[src/rtl/flash_pkg.sv]
`default_nettype none
// ============================================================================
// flash_pkg : shared types and constants for the serial boot-flash reader
// Revision  : 1.0
// ============================================================================
package flash_pkg;

  typedef enum logic [2:0] {
    IDLE      = 3'd0,
    CMD       = 3'd1,
    ADDR      = 3'd2,
    FETCH_BIT = 3'd3,
    DONE      = 3'd4
  } state_t;

  localparam logic [7:0] FLASH_CMD_READ = 8'h03;
  localparam int         FLASH_ADDR_W   = 24;

endpackage
`default_nettype wire

[src/rtl/flash_sclk_gen.sv]
`default_nettype none
// ============================================================================
// flash_sclk_gen : registered SCLK divider with edge strobes and freeze input
// Revision       : 1.0
// ============================================================================
module flash_sclk_gen #(
  parameter int CLK_PERIOD     = 10,
  parameter int DUTY_THRESHOLD = 5
) (
  input  logic clk,
  input  logic reset,
  input  logic i_run,
  input  logic i_hold,
  output logic o_sclk,
  output logic o_rise_stb,
  output logic o_fall_stb
);

  localparam int               CNT_W     = (CLK_PERIOD > 1) ? $clog2(CLK_PERIOD) : 1;
  localparam logic [CNT_W-1:0] C_CNT_MAX = CNT_W'(CLK_PERIOD - 1);
  localparam logic [CNT_W-1:0] C_DUTY    = CNT_W'(DUTY_THRESHOLD);

  logic [CNT_W-1:0] r_cnt;
  logic             r_sclk;
  logic             r_sclk_d;

  // The delayed copy always tracks, so a freeze never repeats a strobe.
  always_ff @(posedge clk or negedge reset) begin
    if (!reset) begin
      r_cnt    <= '0;
      r_sclk   <= 1'b0;
      r_sclk_d <= 1'b0;
    end else begin
      r_sclk_d <= r_sclk;
      if (!i_run) begin
        r_cnt  <= '0;
        r_sclk <= 1'b0;
      end else if (!i_hold) begin
        r_sclk <= (r_cnt < C_DUTY);
        r_cnt  <= (r_cnt == C_CNT_MAX) ? '0 : r_cnt + 1'b1;
      end
    end
  end

  assign o_sclk     = r_sclk;
  assign o_rise_stb =  r_sclk & ~r_sclk_d;
  assign o_fall_stb = ~r_sclk &  r_sclk_d;

endmodule
`default_nettype wire

[src/rtl/flash_bit_reader.sv]
`default_nettype none
// ============================================================================
// flash_bit_reader : SPI mode-0 READ (0x03) master with byte valid/ready output
// Revision         : 1.0
// ============================================================================
module flash_bit_reader
  import flash_pkg::*;
#(
  parameter int CLK_PERIOD     = 10,
  parameter int DUTY_THRESHOLD = 5,
  parameter int LEN_W          = 8
) (
  input  logic                    clk,
  input  logic                    reset,
  input  logic                    req_valid,
  output logic                    req_ready,
  input  logic [FLASH_ADDR_W-1:0] req_addr,
  input  logic [LEN_W-1:0]        req_len,
  output logic                    rd_valid,
  input  logic                    rd_ready,
  output logic [7:0]              rd_data,
  output logic                    done,
  output logic                    flash_cs_n,
  output logic                    flash_clk,
  output logic                    flash_mosi,
  input  logic                    flash_miso
);

  state_t           r_state;
  state_t           w_state_nxt;

  logic [31:0]      r_tx;
  logic [4:0]       r_bit_cnt;
  logic [LEN_W-1:0] r_len;
  logic [LEN_W-1:0] r_byte_cnt;
  logic [7:0]       r_rx;
  logic [7:0]       r_rd_data;
  logic             r_rd_valid;
  logic             r_pend;
  logic             r_rx_done;
  logic             r_cs_n;

  logic             w_rise;
  logic             w_fall;
  logic             w_run;
  logic             w_busy_nxt;
  logic             w_byte_done;
  logic             w_rd_take;
  logic [7:0]       w_rx_next;
  logic [LEN_W-1:0] w_byte_cnt_inc;

  assign w_run = ((r_state == CMD) || (r_state == ADDR) || (r_state == FETCH_BIT))
                 && !r_rx_done;

  flash_sclk_gen #(
    .CLK_PERIOD     (CLK_PERIOD),
    .DUTY_THRESHOLD (DUTY_THRESHOLD)
  ) u_sclk_gen (
    .clk        (clk),
    .reset      (reset),
    .i_run      (w_run),
    .i_hold     (r_pend),
    .o_sclk     (flash_clk),
    .o_rise_stb (w_rise),
    .o_fall_stb (w_fall)
  );

  assign w_rx_next      = {r_rx[6:0], flash_miso};
  assign w_byte_cnt_inc = r_byte_cnt + 1'b1;
  assign w_rd_take      = r_rd_valid && rd_ready;
  assign w_byte_done    = (r_state == FETCH_BIT) && w_rise && !r_rx_done
                          && (r_bit_cnt[2:0] == 3'd7);

  always_ff @(posedge clk or negedge reset) begin
    if (!reset) begin
      r_state <= IDLE;
    end else begin
      r_state <= w_state_nxt;
    end
  end

  always_comb begin
    w_state_nxt = r_state;
    case (r_state)
      IDLE: begin
        if (req_valid) w_state_nxt = CMD;
      end
      CMD: begin
        if (w_fall && (r_bit_cnt == 5'd7)) w_state_nxt = ADDR;
      end
      ADDR: begin
        if (w_fall && (r_bit_cnt == 5'd31)) begin
          w_state_nxt = (r_len == '0) ? DONE : FETCH_BIT;
        end
      end
      FETCH_BIT: begin
        if (r_rx_done && !r_pend && (!r_rd_valid || rd_ready)) w_state_nxt = DONE;
      end
      DONE: begin
        w_state_nxt = IDLE;
      end
      default: begin
        w_state_nxt = IDLE;
      end
    endcase
  end

  assign w_busy_nxt = (w_state_nxt == CMD) || (w_state_nxt == ADDR) ||
                      (w_state_nxt == FETCH_BIT);

  // TX/RX shifting and counters. The TX register shifts in zeros, so MOSI is
  // low through the data phase without a separate mux.
  always_ff @(posedge clk or negedge reset) begin
    if (!reset) begin
      r_tx       <= '0;
      r_bit_cnt  <= '0;
      r_len      <= '0;
      r_byte_cnt <= '0;
      r_rx       <= '0;
      r_rx_done  <= 1'b0;
      r_cs_n     <= 1'b1;
    end else begin
      r_cs_n <= !w_busy_nxt;
      case (r_state)
        IDLE: begin
          if (req_valid) begin
            r_tx       <= {FLASH_CMD_READ, req_addr};
            r_len      <= req_len;
            r_bit_cnt  <= '0;
            r_byte_cnt <= '0;
            r_rx_done  <= 1'b0;
          end
        end
        CMD, ADDR: begin
          if (w_fall) begin
            r_tx      <= {r_tx[30:0], 1'b0};
            r_bit_cnt <= r_bit_cnt + 1'b1;
          end
        end
        FETCH_BIT: begin
          if (w_rise && !r_rx_done) begin
            r_rx      <= w_rx_next;
            r_bit_cnt <= r_bit_cnt + 1'b1;
            if (r_bit_cnt[2:0] == 3'd7) begin
              r_byte_cnt <= w_byte_cnt_inc;
              if (w_byte_cnt_inc == r_len) r_rx_done <= 1'b1;
            end
          end
        end
        default: begin
          r_tx <= '0;
        end
      endcase
    end
  end

  // A byte finishing while the output slot is still full parks in r_rx and
  // freezes SCLK until the consumer drains the slot.
  always_ff @(posedge clk or negedge reset) begin
    if (!reset) begin
      r_rd_data  <= '0;
      r_rd_valid <= 1'b0;
      r_pend     <= 1'b0;
    end else begin
      if (w_byte_done) begin
        if (r_rd_valid && !rd_ready) begin
          r_pend <= 1'b1;
        end else begin
          r_rd_data  <= w_rx_next;
          r_rd_valid <= 1'b1;
        end
      end else if (r_pend && (!r_rd_valid || rd_ready)) begin
        r_rd_data  <= r_rx;
        r_rd_valid <= 1'b1;
        r_pend     <= 1'b0;
      end else if (w_rd_take) begin
        r_rd_valid <= 1'b0;
      end
    end
  end

  assign req_ready  = (r_state == IDLE);
  assign done       = (r_state == DONE);
  assign flash_cs_n = r_cs_n;
  assign flash_mosi = r_tx[31];
  assign rd_valid   = r_rd_valid;
  assign rd_data    = r_rd_data;

endmodule
`default_nettype wire
[config.mk]
export PLATFORM = sky130hd
export DESIGN_NAME = flash_bit_reader
export DESIGN_NICKNAME = d
export VERILOG_FILES = /design/src/rtl/flash_pkg.sv /design/src/rtl/flash_sclk_gen.sv /design/src/rtl/flash_bit_reader.sv
export SDC_FILE = /design/constraint.sdc
export NUM_CORES = 1
export LEC_CHECK = 0
export ABC_AREA = 1
export CAP_MARGIN = 20
export CORE_MARGIN = 2
export CORE_UTILIZATION = 40
export CTS_BUF_LIST = sky130_fd_sc_hd__clkbuf_4
export DETAILED_ROUTE_END_ITERATION = 12
export PLACE_DENSITY = 0.62
export SKIP_CTS_REPAIR_TIMING = 1
export SYNTH_ARGS = -nofsm -noshare
export SYNTH_HDL_FRONTEND = slang
export SYNTH_HIERARCHICAL = 1
export SYNTH_SLANG_ARGS = --single-unit
[constraint.sdc]
create_clock -name clk -period 2.5 [get_ports clk]
set_clock_uncertainty 0.1 [all_clocks]
set_input_delay 0.5 -clock clk [delete_from_list [all_inputs] [get_ports clk]]
set_output_delay 0.5 -clock clk [all_outputs]
set_load 0.01 [all_outputs]
M1 wires:
Scale bar: 20 um.
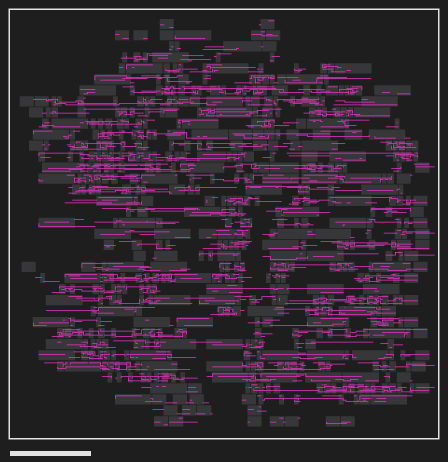
The longest straight run is 30.8 um. 571 nets have wire on it. The layer carries 4120 um of wire.
vias: 3458
M1 GR Usage: 20.6%

Routing congestion map:
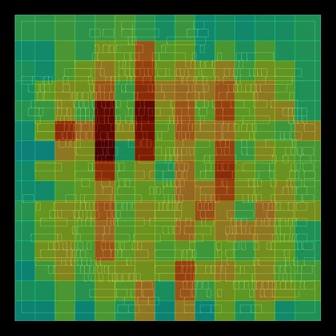
WL/cell: 11.8 um
GRT Total Usage: 16.7%
Most Used Layer, Global Route: met2
GR Util met3: 3.28%

==> impl_metrics.csv <==
group,metric,value,unit
status,outcome,"finished, final reports clean",
yosys,yosysMostFrequentCell,"nand2_1",
floorplanning,core-area,10200,sq um
grt,first_global_vias,3440,
final_timing,holdWs,0.387,ns
grt,grt_overflow,0,
pwr,powerComb,2.52,mW
pwr,pg_seq,2.00,mW
placement,dpl_worst_slack,0.199,ns
drt,dr.pass1.iters,4,
pwr,p_switching,2.39,mW
grt,grt_max_degree,65,
final_timing,period_minus_slack,2.38,ns
final_timing,final_max_slew_viol_count,0,
critical_path,worst_r2r_endpoint,"rd_data[6]$_DFFE_PN0P_",
pwr,power.group.top,"combinational logic",
floorplanning,die_w,106,um
grt,grt_antenna_before_repair,0,
critical_path,worstRegToRegCells,13,
drt,post-route-drc-count,0,
final_layout,nFillCells,1008,
clocking,cts_buffers,9,
yosys,top_area_share,49.2,%
drt,wl_met3,325,um
final_layout,largest_reg_flops,32,
clocking,clockBufferDepth,2,
yosys,synth_seq_share,49.8,%
yosys,synth_stat.cells,531,
final_timing,worstMarginPinSlew,0.459,ns
yosys,ys_area,4120,sq um
clocking,htree_levels,3,
critical_path,cp_max_fo,7,
critical_path,critical_path_class,"reg -> out",
pwr,finalPower,5.27,mW
final_layout,nNetsFinal,630,
critical_path,cp-start-kind,"flop",
final_layout,drive_above_1_share,7.61,%
critical_path,cp.depth,4,
yosys,logic_family,"simple AND/OR/NAND/NOR gates",
placement,dp_hpwl,6140,um
final_timing,finalSetupViolations,0,
drt,routed_wl,8560,um
yosys,ys.flops,82,
floorplanning,initCoreUtil,40.5,%
yosys,ys_types,33,
final_layout,diodes,0,
yosys,top_cells_by_count,"160 x nand2_1, 81 x dfrtp_1, 78 x inv_1",
final_layout,seq_share,41.7,%
min_path,min_path_type,"in -> async",
drt,drtIter0Drc,121,
final_layout,seq_area,2050,sq um
critical_path,rrSetupSlack,0.45,ns
yosys,syn_inst,531,
yosys,ys_sh_mux,0,%
critical_path,crit_family,"buffers and inverters",
yosys,synth_area,4120,sq um
yosys,synth-compound-area-share,14.2,%
pwr,p_sw_share,45.3,%
yosys,ys_sh_xor,0.425,%
clocking,cts_sinks,82,
critical_path,slowest_stage,"clkdlybuf4s50_1",
placement,portBuffers,50,
clocking,root_buffer,"clkbuf_4",
critical_path,arrival,1.78,ns
final_layout,final_cell_mix,"160 x nand2_1, 81 x dfrtp_1, 78 x inv_1",
final_layout,buffers,60,
final_layout,clockNetworkAreaShare,2.57,%
critical_path,required,1.90,ns
critical_path,cp_slowest_stage_delay,0.60,ns
final_layout,multiInputGateArea,1670,sq um
drt,met2WireLength,3960,um
critical_path,crit_chain,"inv_2 > nand2_4 > nor2_2 > clkdlybuf4s50_1",
drt,routed_via_density,4.76,
final_timing,fin_ws,0.124,ns
placement,dp.cells,710,
A small window of the routed layout:
Scale bar: 5 um. Region (69, 69) to (89, 89) um. Cells in gray, sequential cells in the stronger gray; small squares are vias.
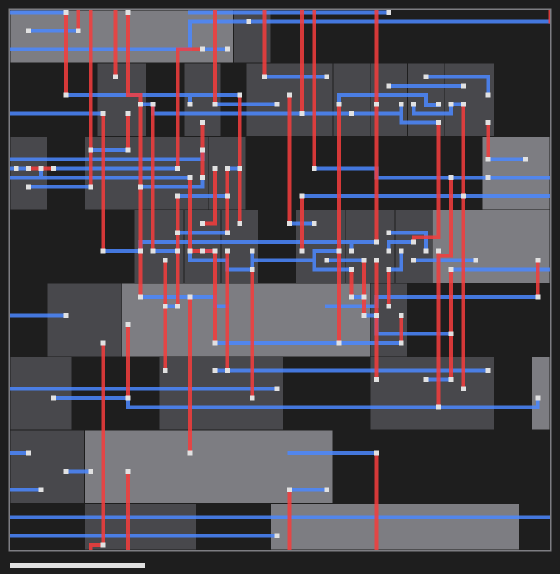
M2: shown in red. M1: shown in blue.
28 logic cells have their middle in the window. Netlist names of flops here include r_bit_cnt (2), r_tx (2). Sequential cells in the window: 4. Most frequent: nand2_1 (8), nand3_1 (4), dfrtp_1 (4).

Power figures rest on the tool's default switching activity, not on a simulated workload.
